`config.mk`:
```
export PLATFORM = sky130hd
export DESIGN_NAME = fwd_hazard_ctrl
export DESIGN_NICKNAME = d
export VERILOG_FILES = /design/src/rtl/fwd_hazard_ctrl.sv
export SDC_FILE = /design/constraint.sdc
export NUM_CORES = 1
export LEC_CHECK = 0
export ABC_AREA = 1
export ABC_CLOCK_PERIOD_IN_PS = 1810
export CORE_MARGIN = 2
export CORE_UTILIZATION = 48
export DETAILED_ROUTE_END_ITERATION = 10
export PLACE_DENSITY_LB_ADDON = 0.12
export SYNTH_ARGS = -nofsm -noshare
export SYNTH_HDL_FRONTEND = slang
export SYNTH_SLANG_ARGS = --single-unit
```
`constraint.sdc`:
```
create_clock -name clk -period 1.81 [get_ports clk]
set_input_delay 0.543 -clock clk [delete_from_list [all_inputs] [get_ports clk]]
set_output_delay 0.543 -clock clk [all_outputs]
set_load 0.05 [all_outputs]
```
`src/rtl/fwd_hazard_ctrl.sv`:
```
// Operand-forwarding select generation and load-use stall control for the EX stage.
// Optional stall statistics counter (stall_cycles) enabled by defining FWD_HAZARD_STATS_EN.
module fwd_hazard_ctrl #(
  parameter int REGW     = 5,
  parameter int LOAD_LAT = 1
) (
  input  logic            clk,
  input  logic            reset,
  input  logic            issue_valid,
  input  logic            issue_we,
  input  logic            issue_load,
  input  logic [REGW-1:0] issue_rd,
  input  logic            use_a,
  input  logic            use_b,
  input  logic [REGW-1:0] src_a,
  input  logic [REGW-1:0] src_b,
  input  logic            flush,
  output logic [2:0]      sel_a,
  output logic [2:0]      sel_b,
`ifdef FWD_HAZARD_STATS_EN
  output logic [15:0]     stall_cycles,
`endif
  output logic            stall
);

  typedef struct packed {
    logic            v;
    logic [REGW-1:0] rd;
    logic            ld;
  } stage_t;

  localparam logic [2:0] SEL_RF     = 3'b000;
  localparam logic [2:0] SEL_EXMEM  = 3'b001;
  localparam logic [2:0] SEL_MEM    = 3'b010;
  localparam logic [2:0] SEL_WB     = 3'b011;
  localparam logic [2:0] SEL_MEM_LD = 3'b100;

  localparam logic [1:0] LOAD_CNT = 2'(LOAD_LAT - 1);

  stage_t     ex_q, mem_q, wb_q;
  stage_t     ex_d;
  logic [1:0] cnt_q, cnt_d;
  logic       hazard;

  // Youngest matching producer wins; a load still in EX is skipped here and covered by stall.
  function automatic logic [2:0] fwd_sel(input logic use_x, input logic [REGW-1:0] src_x,
                                         input stage_t ex, input stage_t mem, input stage_t wb);
    logic [2:0] s;
    s = SEL_RF;
    if (!use_x || src_x == '0)              s = SEL_RF;
    else if (ex.v && ex.rd == src_x && !ex.ld) s = SEL_EXMEM;
    else if (mem.v && mem.rd == src_x)      s = mem.ld ? SEL_MEM_LD : SEL_MEM;
    else if (wb.v && wb.rd == src_x)        s = SEL_WB;
    return s;
  endfunction

  always_comb begin
    sel_a = fwd_sel(use_a, src_a, ex_q, mem_q, wb_q);
    sel_b = fwd_sel(use_b, src_b, ex_q, mem_q, wb_q);
  end

  always_comb begin
    hazard = ex_q.v && ex_q.ld && (ex_q.rd != '0) &&
             ((use_a && src_a == ex_q.rd) || (use_b && src_b == ex_q.rd));
    stall  = !flush && (hazard || cnt_q != 2'd0);
  end

  always_comb begin
    cnt_d = cnt_q;
    if (flush)              cnt_d = 2'd0;
    else if (cnt_q != 2'd0) cnt_d = cnt_q - 2'd1;
    else if (hazard)        cnt_d = LOAD_CNT;
  end

  always_comb begin
    ex_d.v  = issue_valid && issue_we && !stall && !flush;
    ex_d.rd = issue_rd;
    ex_d.ld = issue_load;
  end

  always_ff @(posedge clk or posedge reset) begin
    if (reset) begin
      ex_q  <= '0;
      mem_q <= '0;
      wb_q  <= '0;
      cnt_q <= 2'd0;
    end else begin
      ex_q  <= ex_d;
      mem_q <= ex_q;
      wb_q  <= mem_q;
      cnt_q <= cnt_d;
    end
  end

`ifdef FWD_HAZARD_STATS_EN
  logic [15:0] stall_cnt_q, stall_cnt_d;

  always_comb begin
    stall_cnt_d = stall_cnt_q;
    if (stall && stall_cnt_q != 16'hFFFF) stall_cnt_d = stall_cnt_q + 16'd1;
  end

  always_ff @(posedge clk or posedge reset) begin
    if (reset) stall_cnt_q <= 16'd0;
    else       stall_cnt_q <= stall_cnt_d;
  end

  assign stall_cycles = stall_cnt_q;
`endif

endmodule
```
==> impl.org <==
* Implementation run

** Logic synthesis
- Synthesis instantiated 21 different standard cells from the library.
- Seq share, synth :: 0.451
- Warning count from the yosys run :: 0
- Post-Syn Instances :: 165
- In this run, the synthesized area fraction spent on xor and xnor cells is recorded as 0.0503.
- When the netlist entered floorplanning its net count stood at 188.
- Multiplexer area fraction after synthesis :: 0
- Dominant kind of combinational cell :: simple AND/OR/NAND/NOR gates
- After synthesis the netlist holds a flip-flop and latch count of 22.
- Area share of and-or/or-and cells after synthesis :: 0.0933
- The stat command in Yosys gives a chip area of 1220 um^2.
- Yosys stat counts 165 cells in the synthesized netlist.
- Synthesized-area fraction occupied by adder cells :: 0
- The mapped netlist covers 1220 um^2.
- Mean area per synthesized cell :: 7.39 um^2
- Post-synthesis simple-gate area fraction :: 0.322

** Final timing
- For this run, the final setup violation count is recorded as 7.
- The transition time recorded at the tightest slew-check pin is 0.281 ns.
- Post-layout period usage of the worst path :: 1.26
- Timing would allow up to 437 MHz.
- In the final report, the number of pins over their slew limit comes to 0.
- Setup repair after global routing could not meet its margin everywhere.
- Crit path setup slack, layout :: -0.478 ns
- Headroom to the max-slew limit came out at 0.813.
- For reference, the final report shows the hold violation count at 0.
- Across the routed clock network, the largest skew measured is 0.00788 ns.
- Final critical delay including setup and external delays :: 2.29 ns

** Power
- Looking at the VDD voltage map, the peak drop is 0.634 mV.
- Static power due to leakage :: 0.920 nW
- The report lists the power per cell area as 598 nW/um^2.

** Placement
- Once detailed placement completed, the half-perimeter wirelength came to 2.65 mm.
- Post-place instance area :: 1790 um^2
- At the end of routability-driven placement, the weighted congestion stood at 0.972.
- Counting tap cells, the placed design contains a total of 238 instances.
- PortBufs :: 29

** Cells and area
- Leaving out fill and tap cells, the most frequent cell in the layout is sky130_fd_sc_hd__nand2_1.
- Per the run report, area growth between synthesis and finish was 62.4%.
- Final net count :: 241
- The layout summary lists the proportion of cells stronger than drive strength 1 as 0.438.
- Largest registers ranked by flip-flop count :: ex_q x7, mem_q x7, wb_q x6
- Final design instance area without fill :: 1980 um^2
- Highest-count cells in the layout ignoring fill and taps :: sky130_fd_sc_hd__nand2_1, sky130_fd_sc_hd__dfrtp_1, sky130_fd_sc_hd__buf_4
- The finished layout holds 247 standard cells, fillers aside.
- Antenna fix cells :: 0

** Job
- The number of warnings reported in the stage logs is 29.
- Across the run, the number of max-cap violations was 0.

** Route
- DRT met1 WL :: 1.55 mm
- TritonRoute reported its final design rule violation total as 0.
- Vias per std cell :: 5.28
- Uppermost metal layer occupied by signal nets :: met4
- Drt first-iter violations :: 35
- In this run the remaining antenna-violating nets after routing total 0.
- The pre-antenna-repair detailed-routing pass consisted of 5 iterations.
- In the detailed route, the total length drawn on met3 is 113 um.
- Met2 wirelength from detailed routing :: 1.88 mm

** Critical path
- By startpoint and endpoint, the worst setup path is classified as flip-flop to primary output.
- Among the stages of the critical path, the cell type that occurs most often is sky130_fd_sc_hd__nand2_1.
- STA classifies the critical path endpoint as a primary output.
- Critical path launch point type :: flip-flop
- Largest fanout on the critical path :: 4
- Arrival time at the worst endpoint :: 1.74 ns
- Req. time, crit path :: 1.27 ns
- Cell Chain, Critical Path :: inv_2, nand2_1, nand2_1, nor2_2, nand3_2, or2_4, a21oi_4, buf_12
- The timing report gives the biggest stage delay along the critical path as 0.47 ns.
- Master of the slowest instance on the critical path :: sky130_fd_sc_hd__dfrtp_2

** Die
- The floorplan step set the die width to 54.4 um.
- For this configuration, the core starts out at a cell density of 0.502.
- Die span in y :: 54.4 um
- Count of boundary I/O pins :: 30
- After floorplanning, the core was sized to cover 2430 um^2.
- In this run the core area contains 18 standard-cell rows.
- The overall die size recorded for this design is 2960 um^2.

** Clocking
- H-tree depth :: 1
- Reg clk slew, reported paths :: 0.13 ns
- Num Clock Sinks :: 22
- Clock buffer count from CTS :: 3
- Number of buffers inserted for hold repair after clock tree synthesis :: 0
- Clock tree from TritonCTS :: yes
- Bufs on Longest Clock Path :: 2
- Clock tree root driver cell :: sky130_fd_sc_hd__clkbuf_4
- As reported, the later end of the worst-skew pair has a clock insertion delay of 0.32 ns.

** GRT
- Global routing finished with a remaining overflow of 0.
- The first global-routing pass estimated 5.58 mm of wire.
- Entering global routing, the biggest net connects 23 pins.
- The via count of the first global-routing pass came to 1269.
- The number of antenna violations at the first check in global routing was 0.

** Status
- The checks that failed: setup timing.
- Outcome :: finished with violations

** Worst hold path
- Min-Delay Path Class :: flip-flop to flip-flop
## synthesized netlist by cell type
cell type	count	area [um^2]
sky130_fd_sc_hd__a21boi_0	1	7.51
sky130_fd_sc_hd__xnor2_1	4	35.0
sky130_fd_sc_hd__nor3b_1	1	7.51
sky130_fd_sc_hd__dfrtp_1	22	551
sky130_fd_sc_hd__o21ai_0	5	25.0
sky130_fd_sc_hd__nand3_1	9	45.0
sky130_fd_sc_hd__o22ai_1	4	25.0
sky130_fd_sc_hd__xor2_1	3	26.3
sky130_fd_sc_hd__nor3_1	3	15.0
sky130_fd_sc_hd__o2111ai_1	1	8.76
sky130_fd_sc_hd__nor2_1	14	52.6
sky130_fd_sc_hd__nor2_2	4	25.0
sky130_fd_sc_hd__nand4_1	6	37.5
sky130_fd_sc_hd__nand2_1	49	184
sky130_fd_sc_hd__or2_2	1	6.26
sky130_fd_sc_hd__inv_2	5	18.8
sky130_fd_sc_hd__a21oi_2	2	17.5
sky130_fd_sc_hd__a21oi_1	6	30.0
sky130_fd_sc_hd__or2_1	2	12.5
sky130_fd_sc_hd__nand3b_1	1	7.51
sky130_fd_sc_hd__inv_1	22	82.6
## logic make-up (layout without fill, tap and decap cells)
logic type | count (synthesis) | in the layout
buffers and inverters | 27 | 79
flip-flops | 22 | 22
AND-OR/OR-AND | 19 | 19
AND/OR/NAND/NOR | 90 | 90
XOR/XNOR | 7 | 7
## timing repair
action                     4_1_cts  5_1_grt
gates resized                   66       17
buffers inserted                 4        1
setup endpoints to repair        7        7
pin swaps                       30       21
## worst max-delay path: cells and delay by family (launching register included)
kind | cells | cell delay (ns)
buffers and inverters | 2 | 0.20
AOI/OAI and AO/OA | 1 | 0.15
and+or+nand+nor | 5 | 0.61
DFF | 1 | 0.47
## power breakdown
group | total, mW | internal [mW] | switching (mW)
clock | 0.388 | 0.224 | 0.163
sequential | 0.540 | 0.514 | 0.0264
combinational | 0.256 | 0.119 | 0.137
total | 1.18 | 0.857 | 0.327
## through the flow
| step | utilization | setup slack (ns) | hold slack (ns) | TNS [ns] | power [mW] |
|---|---|---|---|---|---|
| 4_1_cts | 0.803 | -0.497 | 0.415 | -3.22 | 1.17 |
| 3_5_place_dp | 0.737 | -0.955 | 0.386 | -6.38 | 0.766 |
| 5_1_grt | 0.814 | -0.548 | 0.441 | -3.73 | 1.23 |
| 6_report | 0.814 | -0.478 | 0.426 | -3.21 | 1.18 |
| 2_1_floorplan | - | -0.138 | 0.362 | -0.649 | 0.645 |
| 3_3_place_gp | 0.737 | -0.900 | 0.393 | -6.03 | 0.757 |
## cell type report
cell class	instances	area [um^2]
timing repair buffer	48	448
tap	30	37.5
inverter	27	126
clock inverter	1	30.0
fill	151	452
clock buffer	3	22.5
multi-input combinational	116	762
sequential	22	554
## path summary, 6_finish.rpt
path | startpoint | slack, ns | to | depth (start not counted)
worst max-delay path | ex_q[4] | -0.48 | sel_a[0] | 8
worst min-delay path | ex_q[6] | 0.43 | mem_q[6] | 0
worst max register to register | ex_q[4] | 0.51 | ex_q[6] | 8
worst min register to register | ex_q[6] | 0.43 | mem_q[6] | 0
max in group asynchronous | reset | 1.03 | ex_q[1] | 3
min in group asynchronous | reset | 0.53 | ex_q[5] | 3
**M1 wires**

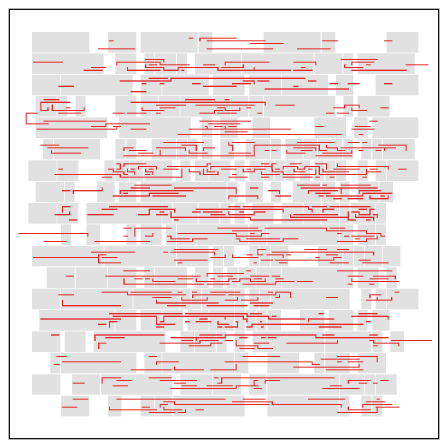
wire length on this layer = 1550 um
share of all routed wire = 43%
main direction = horizontal
longest straight run = 20.7 um
nets with wire on the layer = 221
Routed Wire Length: 3.61 mm
met1 demand-to-capacity share in global routing: 0.329
via count of the routed design: 1304

**Met2 routing**

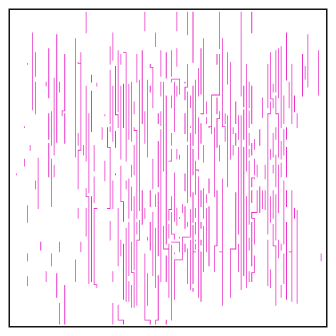
wire length on this layer = 1880 um
nets with wire on the layer = 213
share of all routed wire = 52%
main direction = vertical
longest straight run = 29.9 um
fraction of met2 tracks used by global routing: 0.484

**M3 wires**

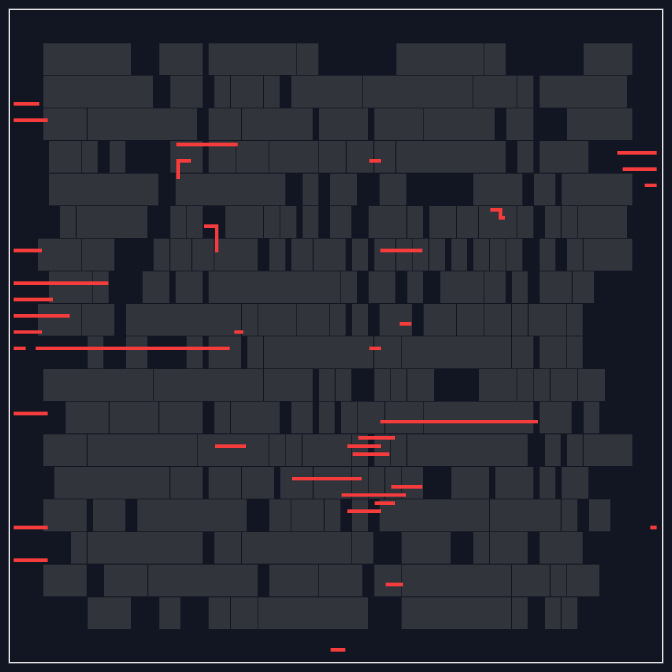
main direction = horizontal
longest straight run = 15.9 um
wire length on this layer = 113 um
share of all routed wire = 3.1%
nets with wire on the layer = 30
routing usage on met3: 0.0383

**Sequential cells grouped by signal name**

Scale bar: 20 um.
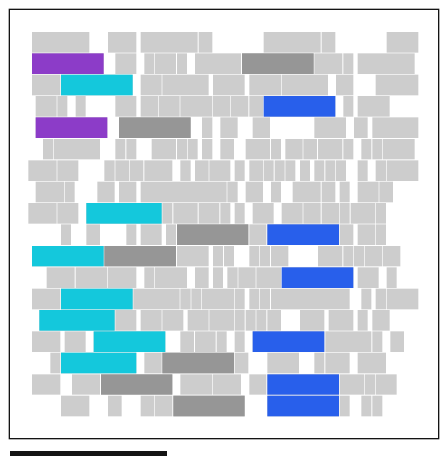
cyan -> ex_q  # placed flops 7
blue -> wb_q  # placed flops 6
purple -> cnt_q  # placed flops 2
area taken by flip-flops and latches: 554 um^2
Sequential Power: 0.540 mW
register fraction of the total cell area: 0.280

**Routing congestion**

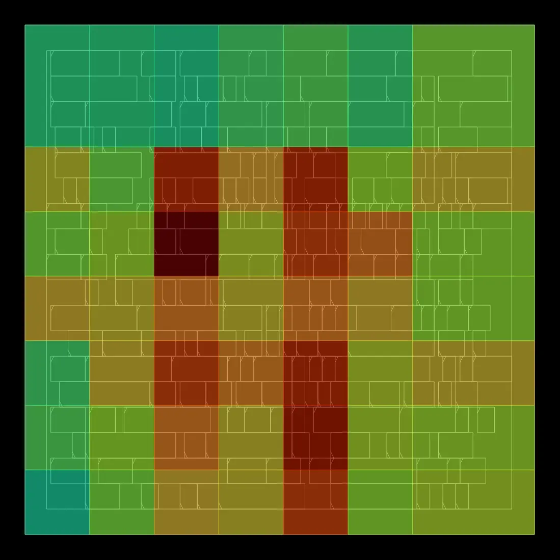
per-cell routed wire length: 14.6 um
post-layout util: 0.814
global-route usage over all layers: 0.274
most congested layer reported by global routing: met2

Power and IR drop assume default switching activity.
